## config.mk

```make
export PLATFORM = sky130hd
export DESIGN_NAME = wb_arbiter
export DESIGN_NICKNAME = d
export VERILOG_FILES = /design/src/rtl/wb_arbiter.sv
export SDC_FILE = /design/constraint.sdc
export NUM_CORES = 1
export LEC_CHECK = 0
export CORE_MARGIN = 10
export CORE_UTILIZATION = 42
export DETAILED_ROUTE_END_ITERATION = 10
export HOLD_SLACK_MARGIN = 0.08
export PLACE_DENSITY = 0.84
export SYNTH_ARGS = -nofsm -noshare
export SYNTH_HDL_FRONTEND = slang
export SYNTH_SLANG_ARGS = --single-unit
export TNS_END_PERCENT = 5
```

## constraint.sdc

```tcl
create_clock -name clk -period 4 [get_ports clk]
set_clock_uncertainty 0.15 [all_clocks]
set_input_delay 0.8 -clock clk [delete_from_list [all_inputs] [get_ports clk]]
set_output_delay 0.8 -clock clk [all_outputs]
set_load 0.1 [all_outputs]
```

## src/rtl/wb_arbiter.sv

```systemverilog
// Write-back arbiter: grants one of NREQ requesters onto the register-file write port
// and tracks pending destination writes in a 32-entry scoreboard indexed {gfflag,num}.
module wb_arbiter #(
    parameter int unsigned NREQ  = 3,
    parameter bit          RR_EN = 1'b1
) (
    input  logic                 clk,
    input  logic                 rstn,
    input  logic [NREQ-1:0]      req_valid,
    output logic [NREQ-1:0]      req_ready,
    input  logic [NREQ-1:0]      req_gfflag,
    input  logic [4*NREQ-1:0]    req_num,
    input  logic [32*NREQ-1:0]   req_data,
    input  logic                 wb_hold,
    input  logic                 rsv_valid,
    input  logic                 rsv_gfflag,
    input  logic [3:0]           rsv_num,
    output logic                 w_gfflag,
    output logic [3:0]           w_num,
    output logic [31:0]          w_data,
    output logic                 w_enable,
    output logic [2:0]           grant_id,
    output logic [31:0]          busy
);

    localparam int unsigned IDW  = 3;
    localparam int unsigned NUMW = 4;
    localparam int unsigned DATW = 32;
    localparam int unsigned BSYW = 32;

    logic [IDW-1:0]  r_ptr;
    logic            r_wr_en;
    logic            r_wr_gf;
    logic [NUMW-1:0] r_wr_num;
    logic [DATW-1:0] r_wr_data;
    logic [IDW-1:0]  r_gnt_id;
    logic [BSYW-1:0] r_busy;

    logic [IDW-1:0]  w_ptr_eff;
    logic [IDW-1:0]  w_gidx;
    logic [IDW-1:0]  w_ptr_nxt;
    logic            w_hs;
    logic [NREQ-1:0] w_ready;
    logic            w_sel_gf;
    logic [NUMW-1:0] w_sel_num;
    logic [DATW-1:0] w_sel_data;
    logic [BSYW-1:0] w_set;
    logic [BSYW-1:0] w_clr;

    // First valid requester found searching upward from start, wrapping at NREQ-1.
    function automatic logic [IDW-1:0] f_pick(input logic [NREQ-1:0] valid,
                                              input logic [IDW-1:0]  start);
        logic [IDW-1:0] sel;
        logic           hit;
        int unsigned    idx;
        sel = '0;
        hit = 1'b0;
        for (int unsigned k = 0; k < NREQ; k++) begin
            idx = 32'(start) + k;
            if (idx >= NREQ) begin
                idx = idx - NREQ;
            end
            if (!hit && (((valid >> idx) & NREQ'(1)) != '0)) begin
                hit = 1'b1;
                sel = IDW'(idx);
            end
        end
        return sel;
    endfunction

    // Combinational grant and payload selection; ready is held low during reset.
    always_comb begin
        w_ptr_eff  = RR_EN ? r_ptr : '0;
        w_hs       = rstn && !wb_hold && (|req_valid);
        w_gidx     = f_pick(req_valid, w_ptr_eff);
        w_ready    = w_hs ? (NREQ'(1) << w_gidx) : '0;
        w_ptr_nxt  = (32'(w_gidx) + 32'd1 >= NREQ) ? '0 : (w_gidx + IDW'(1));
        w_sel_gf   = ((req_gfflag >> w_gidx) & NREQ'(1)) != '0;
        w_sel_num  = NUMW'(req_num >> (NUMW * 32'(w_gidx)));
        w_sel_data = DATW'(req_data >> (DATW * 32'(w_gidx)));
    end

    assign req_ready = w_ready;

    // Scoreboard masks: a same-index set overrides the clear below.
    always_comb begin
        w_set = rsv_valid ? (BSYW'(1) << {rsv_gfflag, rsv_num}) : '0;
        w_clr = r_wr_en   ? (BSYW'(1) << {r_wr_gf, r_wr_num})   : '0;
    end

    always_ff @(posedge clk or negedge rstn) begin
        if (!rstn) begin
            r_ptr <= '0;
        end else if (RR_EN && w_hs) begin
            r_ptr <= w_ptr_nxt;
        end
    end

    // Write port register: payload holds its last value when nothing is granted.
    always_ff @(posedge clk or negedge rstn) begin
        if (!rstn) begin
            r_wr_en   <= 1'b0;
            r_wr_gf   <= 1'b0;
            r_wr_num  <= '0;
            r_wr_data <= '0;
            r_gnt_id  <= '0;
        end else begin
            r_wr_en <= w_hs;
            if (w_hs) begin
                r_wr_gf   <= w_sel_gf;
                r_wr_num  <= w_sel_num;
                r_wr_data <= w_sel_data;
                r_gnt_id  <= w_gidx;
            end
        end
    end

    always_ff @(posedge clk or negedge rstn) begin
        if (!rstn) begin
            r_busy <= '0;
        end else begin
            r_busy <= (r_busy & ~w_clr) | w_set;
        end
    end

    assign w_enable = r_wr_en;
    assign w_gfflag = r_wr_gf;
    assign w_num    = r_wr_num;
    assign w_data   = r_wr_data;
    assign grant_id = r_gnt_id;
    assign busy     = r_busy;

endmodule

```

### M3 wires

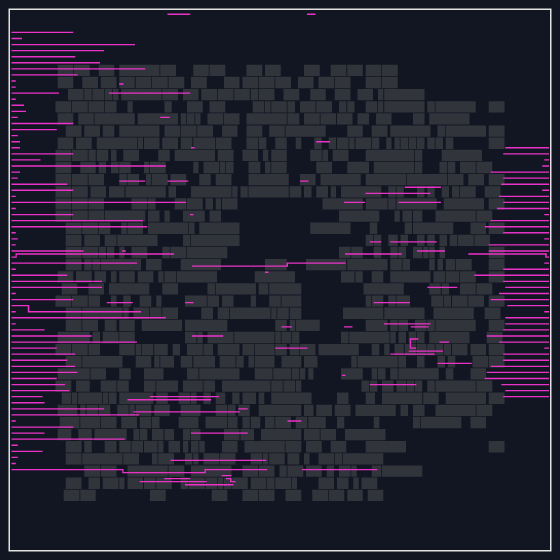
wire length on this layer	1710 um
longest straight run	38.9 um

### Sizing map

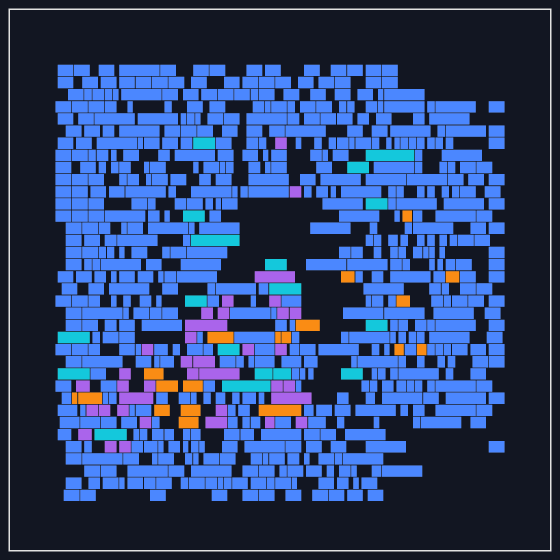
size	color	cells	share
drive 6 and up	cyan	18	2.7%
drive 2	orange	19	2.9%
drive 1 or less	blue	588	89%
drive 3 to 4	purple	37	5.6%
final worst setup slack: -0.0186 ns
Design Area, Final: 6850 um^2
area delta synth->final: 60.1%
Non-clk bufs: 225

### Logic cells by family

Scale bar: 20 um.
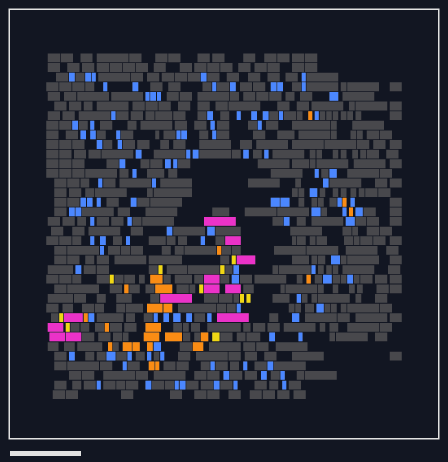
family	color	cells	most used
NAND gates	blue	113	nand2_1
NOR gates	orange	23	nor2_1
inverters	yellow	10	inv_1
adder and majority cells	magenta	12	ha_1

### Routing congestion

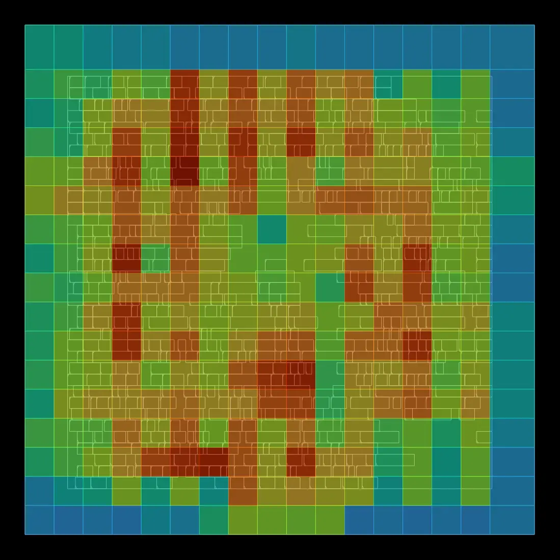
busiest grt layer: met2
utilization after layout: 0.695
met1 GRT Util: 0.249

### Clock distribution

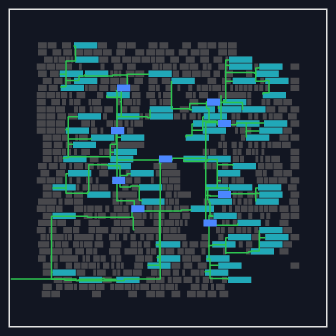
[cells driving clock nets] blue | count: 9
[clock wires] green | length: 973 um
[flip-flops] cyan | count: 76
routed clock nets	10
Clock Latency Late Sink: 0.35 ns

==> ci_impl_report.md <==
### Metrics collected by this job

| Metric | Value |
|---|---|
| Status | `finished, violations left` |
| Failing checks | `setup timing` |
| Via count | `approximately 4400` |
| Synth Warn # | `0` |
| Die area | `between 10000 and 15000 um^2` |
| Final worst setup slack | `-0.0186 ns` |
| Root buffer cell | `clkbuf_8` |
| GPL Wtd Cong | `0.896` |
| Crit. Startpoint | `r_ptr[1]$_DFFE_PN0P_` |
| Ys cells | `around 450` |
| Ao+oa area frac | `0.187` |
| Crit path launch type | `flip-flop` |
| DP Worst Slack | `-0.0360 ns` |
| DP Area | `roughly 6500 um^2` |
| CP Capture Type | `output pin` |
| Core Region | `between 9000 and 10000 um^2` |
| Pin count of the biggest net entering global routing | `~77` |
| Post-synth top cells | `dfrtp_1 (76), o21ai_0 (66), nand2_1 (52), nand3_1 (44)` |
| Reg2Reg Capture Point | `w_data[1]$_DFFE_PN0P_` |
| Final setup vio count | `3` |
| Vias/cell | `5.56` |
| Top-area cell share | `0.444` |
| Wire per inst | `slightly below 20 um` |
| Post-CTS Setup Inserts | `7` |
| Clk slew on worst S/H paths | `roughly 0.070 ns` |
| Seq/Total Area, Yosys | `0.444` |
| Met2 wire length | `7670 um` |
| Starting density of the core | `0.434` |
| Multi-input gates | `around 340` |
| Layout fillers | `around 760` |
| Chip area estimate from yosys synthesis | `between 4000 and 5000 um^2` |
| Dominant kind of cell | `combinational gates` |
| Slowest CP cell | `or4b_1` |
| Sequential portion of the cell area | `0.278` |
| Post-layout period usage | `1.00` |
| RSZ-0062 raised after global routing | `true` |
| Routed wire length on met3 | `between 1500 and 2000 um` |
| Fmax | `roughly 0.25 GHz` |
| Clock sinks | `76` |
| Worst relative slew slack | `0.313` |
| Post-cts sizing count | `22` |
| Max-slew violation count | `0` |
| WL final | `15800 um` |
| Most frequent cells in the layout | `clkdlybuf4s50_1 (192), dfrtp_1 (75), o21ai_0 (65), nand2_1 (52), nand3_1 (44)` |
| Clk_buf instances | `12` |
| Core Rows | `36` |
| Hold Path Stages | `2` |
| FF+latch area | `between 1500 and 2000 um^2` |
| Die Y | `around 120 um` |
| DRT Pass-1 Iters | `5` |
| Mapped Cells | `about 450` |
| Max layer used | `met4` |
| Clock buffer depth | `2` |
| GRT met2 Usage | `0.336` |
| RR Startpoint | `r_ptr[1]$_DFFE_PN0P_` |
| Wire length on met1 | `slightly above 6000 um` |
| Setup TNS | `-0.0436 ns` |
| Top comb family, area | `AND-OR/OR-AND gates` |
